`config.mk`:
```
export PLATFORM = sky130hd
export DESIGN_NAME = iqft3_seq
export DESIGN_NICKNAME = d
export VERILOG_FILES = /design/src/rtl/iqft3_seq.sv
export SDC_FILE = /design/constraint.sdc
export NUM_CORES = 2
export LEC_CHECK = 0
export CAP_MARGIN = 5
export CORE_ASPECT_RATIO = 0.75
export CORE_MARGIN = 3
export CORE_UTILIZATION = 45
export DETAILED_ROUTE_END_ITERATION = 8
export MAX_ROUTING_LAYER = met4
export PLACE_DENSITY = 0.69
export SLEW_MARGIN = 25
export SYNTH_ARGS = -nofsm -noshare
export SYNTH_HDL_FRONTEND = slang
export SYNTH_SLANG_ARGS = --single-unit
export TNS_END_PERCENT = 10
```
`constraint.sdc`:
```
create_clock -name clk -period 16.4 [get_ports clk]
set_clock_uncertainty 0.2 [all_clocks]
set_input_delay 1.64 -clock clk [delete_from_list [all_inputs] [get_ports clk]]
set_output_delay 1.64 -clock clk [all_outputs]
set_load 0.05 [all_outputs]
```
`src/rtl/iqft3_seq.sv`:
```
// iqft3_seq: sequential 3-qubit inverse QFT over an 8-entry complex register file.
// One shared Hadamard butterfly and one shared rotation unit, one step per clock.
module iqft3_seq #(
    parameter int TOTAL_WIDTH = 16,
    parameter int FRAC_WIDTH  = 14,
    parameter int INV_SQRT2   = 11585
) (
    input  logic                   clk,
    input  logic                   rst_n,
    input  logic                   in_valid,
    output logic                   in_ready,
    input  logic [TOTAL_WIDTH-1:0] i000_r, i000_i, i001_r, i001_i,
    input  logic [TOTAL_WIDTH-1:0] i010_r, i010_i, i011_r, i011_i,
    input  logic [TOTAL_WIDTH-1:0] i100_r, i100_i, i101_r, i101_i,
    input  logic [TOTAL_WIDTH-1:0] i110_r, i110_i, i111_r, i111_i,
    output logic                   out_valid,
    input  logic                   out_ready,
    output logic [TOTAL_WIDTH-1:0] f000_r, f000_i, f001_r, f001_i,
    output logic [TOTAL_WIDTH-1:0] f010_r, f010_i, f011_r, f011_i,
    output logic [TOTAL_WIDTH-1:0] f100_r, f100_i, f101_r, f101_i,
    output logic [TOTAL_WIDTH-1:0] f110_r, f110_i, f111_r, f111_i,
    output logic                   busy,
    output logic                   sat_flag
);
    localparam int unsigned TW = TOTAL_WIDTH;
    localparam int unsigned SW = TW + 1;
    localparam int unsigned PW = SW + TW;
    localparam logic signed [PW-1:0] MAX_P = PW'((2 ** (TW - 1)) - 1);
    localparam logic signed [PW-1:0] MIN_P = -MAX_P - PW'(1);

    localparam logic [3:0] S_IDLE = 4'd0;
    localparam logic [3:0] S_SWAP = 4'd1;
    localparam logic [3:0] S_H0   = 4'd2;
    localparam logic [3:0] S_R2A  = 4'd3;
    localparam logic [3:0] S_H1   = 4'd4;
    localparam logic [3:0] S_R4   = 4'd5;
    localparam logic [3:0] S_R2B  = 4'd6;
    localparam logic [3:0] S_H2   = 4'd7;
    localparam logic [3:0] S_OUT  = 4'd8;

    // Scale by 1/sqrt(2): full-width product, floor shift.
    function automatic logic signed [PW-1:0] scale(input logic signed [SW-1:0] s);
        logic signed [PW-1:0] p;
        p = PW'(s) * PW'(INV_SQRT2);
        return p >>> FRAC_WIDTH;
    endfunction

    function automatic logic clips(input logic signed [PW-1:0] x);
        return (x > MAX_P) || (x < MIN_P);
    endfunction

    function automatic logic signed [TW-1:0] clamp(input logic signed [PW-1:0] x);
        if (x > MAX_P) return TW'(MAX_P);
        if (x < MIN_P) return TW'(MIN_P);
        return TW'(x);
    endfunction

    logic [3:0] state, state_n;
    logic [1:0] step, step_n;
    logic [2:0] ia, ib;

    logic signed [TW-1:0] rf_r [8];
    logic signed [TW-1:0] rf_i [8];
    logic signed [TW-1:0] rf_r_n [8];
    logic signed [TW-1:0] rf_i_n [8];
    logic signed [TW-1:0] in_r [8];
    logic signed [TW-1:0] in_i [8];
    logic [TW-1:0]        f_r [8];
    logic [TW-1:0]        f_i [8];
    logic                 sat_c;
    logic                 load;

    logic signed [TW-1:0] op_ar, op_ai, op_br, op_bi;
    logic signed [PW-1:0] h_ar_w, h_ai_w, h_br_w, h_bi_w, r4_r_w, r4_i_w, r2_i_w;
    logic signed [SW-1:0] neg_ar;

    assign in_r = '{i000_r, i001_r, i010_r, i011_r, i100_r, i101_r, i110_r, i111_r};
    assign in_i = '{i000_i, i001_i, i010_i, i011_i, i100_i, i101_i, i110_i, i111_i};

    assign {f000_r, f001_r, f010_r, f011_r, f100_r, f101_r, f110_r, f111_r} =
           {f_r[0], f_r[1], f_r[2], f_r[3], f_r[4], f_r[5], f_r[6], f_r[7]};
    assign {f000_i, f001_i, f010_i, f011_i, f100_i, f101_i, f110_i, f111_i} =
           {f_i[0], f_i[1], f_i[2], f_i[3], f_i[4], f_i[5], f_i[6], f_i[7]};

    assign load = (state == S_IDLE) && in_valid;

    // State and step-counter register.
    always_ff @(posedge clk or negedge rst_n) begin
        if (!rst_n) begin
            state <= S_IDLE;
            step  <= 2'd0;
        end else begin
            state <= state_n;
            step  <= step_n;
        end
    end

    // Next state, step sequencing and operand index decode.
    always_comb begin
        state_n = state;
        step_n  = step;
        ia      = 3'd0;
        ib      = 3'd0;
        case (state)
            S_IDLE: if (in_valid) begin state_n = S_SWAP; step_n = 2'd0; end
            S_SWAP: state_n = S_H0;
            S_H0: begin
                ia = {step, 1'b0};
                ib = {step, 1'b1};
                if (step == 2'd3) begin state_n = S_R2A; step_n = 2'd0; end
                else step_n = step + 2'd1;
            end
            S_R2A: begin
                ia = {step[0], 2'b11};
                if (step == 2'd1) begin state_n = S_H1; step_n = 2'd0; end
                else step_n = step + 2'd1;
            end
            S_H1: begin
                ia = {step[1], 1'b0, step[0]};
                ib = {step[1], 1'b1, step[0]};
                if (step == 2'd3) begin state_n = S_R4; step_n = 2'd0; end
                else step_n = step + 2'd1;
            end
            S_R4: begin
                ia = {1'b1, step[0], 1'b1};
                if (step == 2'd1) begin state_n = S_R2B; step_n = 2'd0; end
                else step_n = step + 2'd1;
            end
            S_R2B: begin
                ia = {2'b11, step[0]};
                if (step == 2'd1) begin state_n = S_H2; step_n = 2'd0; end
                else step_n = step + 2'd1;
            end
            S_H2: begin
                ia = {1'b0, step};
                ib = {1'b1, step};
                if (step == 2'd3) begin state_n = S_OUT; step_n = 2'd0; end
                else step_n = step + 2'd1;
            end
            S_OUT: if (out_ready) state_n = S_IDLE;
            default: begin state_n = S_IDLE; step_n = 2'd0; end
        endcase
    end

    // Shared butterfly and rotation arithmetic on the selected operands.
    always_comb begin
        op_ar  = rf_r[ia];
        op_ai  = rf_i[ia];
        op_br  = rf_r[ib];
        op_bi  = rf_i[ib];
        h_ar_w = scale(SW'(op_ar) + SW'(op_br));
        h_ai_w = scale(SW'(op_ai) + SW'(op_bi));
        h_br_w = scale(SW'(op_ar) - SW'(op_br));
        h_bi_w = scale(SW'(op_ai) - SW'(op_bi));
        r4_r_w = scale(SW'(op_ar) + SW'(op_ai));
        r4_i_w = scale(SW'(op_ai) - SW'(op_ar));
        neg_ar = -SW'(op_ar);
        r2_i_w = PW'(neg_ar);
    end

    // Register-file update for the current step, plus step saturation.
    always_comb begin
        rf_r_n = rf_r;
        rf_i_n = rf_i;
        sat_c  = 1'b0;
        case (state)
            S_SWAP: begin
                rf_r_n[1] = rf_r[4]; rf_r_n[4] = rf_r[1];
                rf_i_n[1] = rf_i[4]; rf_i_n[4] = rf_i[1];
                rf_r_n[3] = rf_r[6]; rf_r_n[6] = rf_r[3];
                rf_i_n[3] = rf_i[6]; rf_i_n[6] = rf_i[3];
            end
            S_H0, S_H1, S_H2: begin
                rf_r_n[ia] = clamp(h_ar_w);
                rf_i_n[ia] = clamp(h_ai_w);
                rf_r_n[ib] = clamp(h_br_w);
                rf_i_n[ib] = clamp(h_bi_w);
                sat_c = clips(h_ar_w) | clips(h_ai_w) | clips(h_br_w) | clips(h_bi_w);
            end
            S_R2A, S_R2B: begin
                rf_r_n[ia] = op_ai;
                rf_i_n[ia] = clamp(r2_i_w);
                sat_c = clips(r2_i_w);
            end
            S_R4: begin
                rf_r_n[ia] = clamp(r4_r_w);
                rf_i_n[ia] = clamp(r4_i_w);
                sat_c = clips(r4_r_w) | clips(r4_i_w);
            end
            default: ;
        endcase
    end

    // Register file, result outputs and sticky saturation flag.
    always_ff @(posedge clk or negedge rst_n) begin
        if (!rst_n) begin
            for (int k = 0; k < 8; k++) begin
                rf_r[k] <= '0;
                rf_i[k] <= '0;
                f_r[k]  <= '0;
                f_i[k]  <= '0;
            end
            sat_flag <= 1'b0;
        end else if (load) begin
            rf_r     <= in_r;
            rf_i     <= in_i;
            sat_flag <= 1'b0;
        end else if (state != S_IDLE && state != S_OUT) begin
            rf_r     <= rf_r_n;
            rf_i     <= rf_i_n;
            sat_flag <= sat_flag | sat_c;
            if (state == S_H2 && step == 2'd3) begin
                for (int k = 0; k < 8; k++) begin
                    f_r[k] <= rf_r_n[k];
                    f_i[k] <= rf_i_n[k];
                end
            end
        end
    end

    // Handshake and status outputs, registered from the next state.
    always_ff @(posedge clk or negedge rst_n) begin
        if (!rst_n) begin
            out_valid <= 1'b0;
            in_ready  <= 1'b1;
            busy      <= 1'b0;
        end else begin
            out_valid <= (state_n == S_OUT);
            in_ready  <= (state_n == S_IDLE);
            busy      <= (state_n != S_IDLE) && (state_n != S_OUT);
        end
    end
endmodule

```
### Close-up of the layout

Bar = 5 µm. Region (316, 236) to (336, 256) µm. Cells in grey, sequential cells in the stronger grey; small squares are vias.
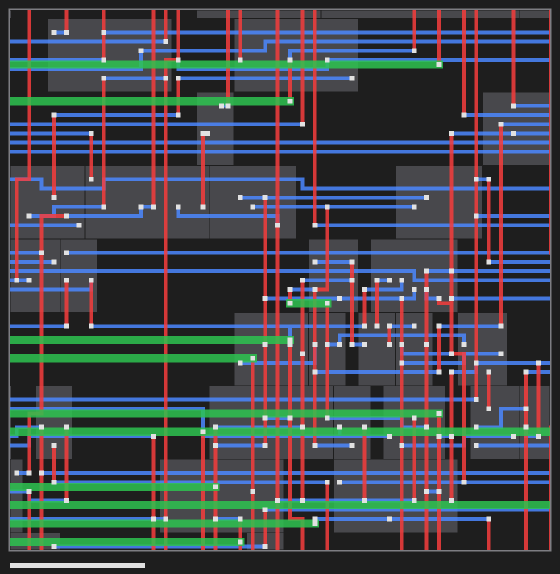
[metal 2] red
[metal 1] blue
[metal 3] green
cells with their middle in the window: 23
most frequent: nor2_1 (6), ha_1 (6), xnor2_1 (3)
sequential cells in the window: 0

==> flow_summary.json <==
{
  "fp_util_pct": 45.57,
  "post_cts_buffers": 0,
  "synth_nets": 8826,
  "placed_area_um2": 69840,
  "port_buffers": 519,
  "cts_tree": "yes",
  "cts_resized": 0,
  "wl_per_cell_um": 36.00,
  "cts_inserted_buffers": 59,
  "rows": 117,
  "top_regs": "rf_i (128), rf_r (128)",
  "synth-main-ff-cell": "dfrtp_1",
  "syn_area_per_cell_um2": 8.427,
  "critical_path_required_ps": 16810,
  "syn_area_um2": 62170,
  "max_cap_violations": 0,
  "ys_area_um2": 62170,
  "layout_top_cells": "ha_1 (813), nand2_1 (688), inv_1 (649), a21oi_1 (560), nor2_1 (558)",
  "antenna_found_initial": 35,
  "arrival_ps": 15240,
  "synthArstFlopShare_pct": 100.0,
  "outcome": "finished, final reports clean",
  "final_area_um2": 72120,
  "ios": 520,
  "tns_ps": 0,
  "grt_max_degree": 194,
  "postCtsHoldBufs": 0,
  "chipWidth_um": 435.2,
  "synth-seq-cells": 522,
  "clock_path_buffers": 3,
  "clock_latency_ps": 690,
  "crit_path_end_kind": "register",
  "drt_iter0_markers": 10629,
  "hold_path_class": "register to register",
  "synth_cells": 7378,
  "finalHoldViolations": 0,
  "relSlewSlack_pct": 14.88,
  "cts_sinks": 522,
  "dieArea_um2": 142700,
  "crit_slowest_cell": "dfrtp_2",
  "cts_root_buf": "clkbuf_16",
  "finalClockPeriodUsage_pct": 90.42
}
### M1 wires

Bar = 100 µm.
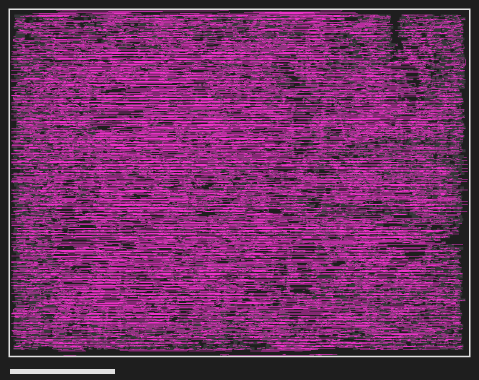
main direction: horizontal
share of all routed wire: 42%
longest straight run: 150 µm
wire length on this layer: 145 mm

==> layout make-up <==
class                           instances  area, µm²
Fill cell                           12819      64310
Tap cell                             1844       2307
Clock inverter                         33      441.7
Multi-Input combinational cell       5751      45300
Inverter                              652       2447
Clock buffer                           79       1653
Antenna cell                           46      115.1
Sequential cell                       522      13070
Timing Repair Buffer                  722       6789
==> final timing paths <==
path	to	depth (start not counted)	from	slack, ps
worst max register to register	f101_r[10]	40	state[0]	1570
worst min-delay path	f000_i[4]	2	f000_i[4]	280
min in group asynchronous	f001_r[4]	1	rst_n	810
worst max-delay path	f101_r[10]	40	state[0]	1570
worst min register to register	f000_i[4]	2	f000_i[4]	280
max in group asynchronous	f000_r[0]	4	rst_n	12370
==> cells in the mapped netlist (16+ instances only) <==
cell,instances,area share (%)
buf_1,35,0.21
mux2_2,55,1.0
nand2_1,694,4.2
o31ai_1,48,0.58
a311oi_1,19,0.27
o221a_2,72,1.3
o21ai_0,550,4.4
dfrtp_1,521,21
o211ai_1,58,0.70
nand3_1,101,0.81
xor2_1,71,1.0
buf_2,27,0.22
a22oi_1,48,0.58
o21ai_1,26,0.21
mux2i_1,35,0.56
a211o_1,36,0.51
a211oi_1,120,1.4
a31oi_1,85,0.86
a32oi_1,19,0.27
nor2b_1,37,0.37
nand2b_1,50,0.50
a21o_1,97,1.2
nor4_1,38,0.38
and2_1,46,0.46
nor2_1,574,3.5
o221ai_1,43,0.61
nand4_1,37,0.37
a221o_1,28,0.45
ha_1,813,16
a21boi_0,18,0.22
a221oi_1,65,0.92
and3_1,62,0.62
fa_1,375,12
inv_1,649,3.9
nor3_1,89,0.72
o21a_1,43,0.52
o21bai_1,48,0.58
clkbuf_1,382,2.3
xnor2_1,169,2.4
o22a_1,48,0.68
a21oi_1,569,4.6
o22ai_1,158,1.6
or3_1,37,0.37
or2_2,21,0.21
o2111ai_1,16,0.23
==> critical path, delay by kind of cell (launching register included) <==
kind,cells,cell delay (ps)
muxes,1,280
and+or+nand+nor,9,1880
AOI/OAI and AO/OA,17,6190
adders and majority gates,7,2960
DFF,1,920
xor gates and xnor gates,2,990
buffers and inverters,4,1260
==> layer usage <==
layer  routed length [µm]  vias to the layer above  GRT usage (%)
met3                55190                      967          21.04
met1               144700                    32396          66.74
li1                     -                    27176              -
met2               128100                     5246          60.31
met5                    0                        -              -
met4                19340                        0          20.58
==> cell families after synthesis <==
family,share of synthesized area (%)
buf+inv,6.798
flops,21.01
fa+ha+maj,28.44
compound gates,25.10
mux,1.560
xor+xnor,3.433
simple gates,13.66
==> through the flow <==
step           utilization [%]  setup WS [ps]  hold WS [ps]  std cells
6_report                 52.86           1571         275.1       9649
5_1_grt                  52.84           1456         304.3       9638
4_1_cts                  52.72           2383         279.3       9602
3_5_place_dp             51.19           2459         260.0       9490
3_3_place_gp             51.15           2319         262.2       9490
2_1_floorplan                -           5340         317.2       7378
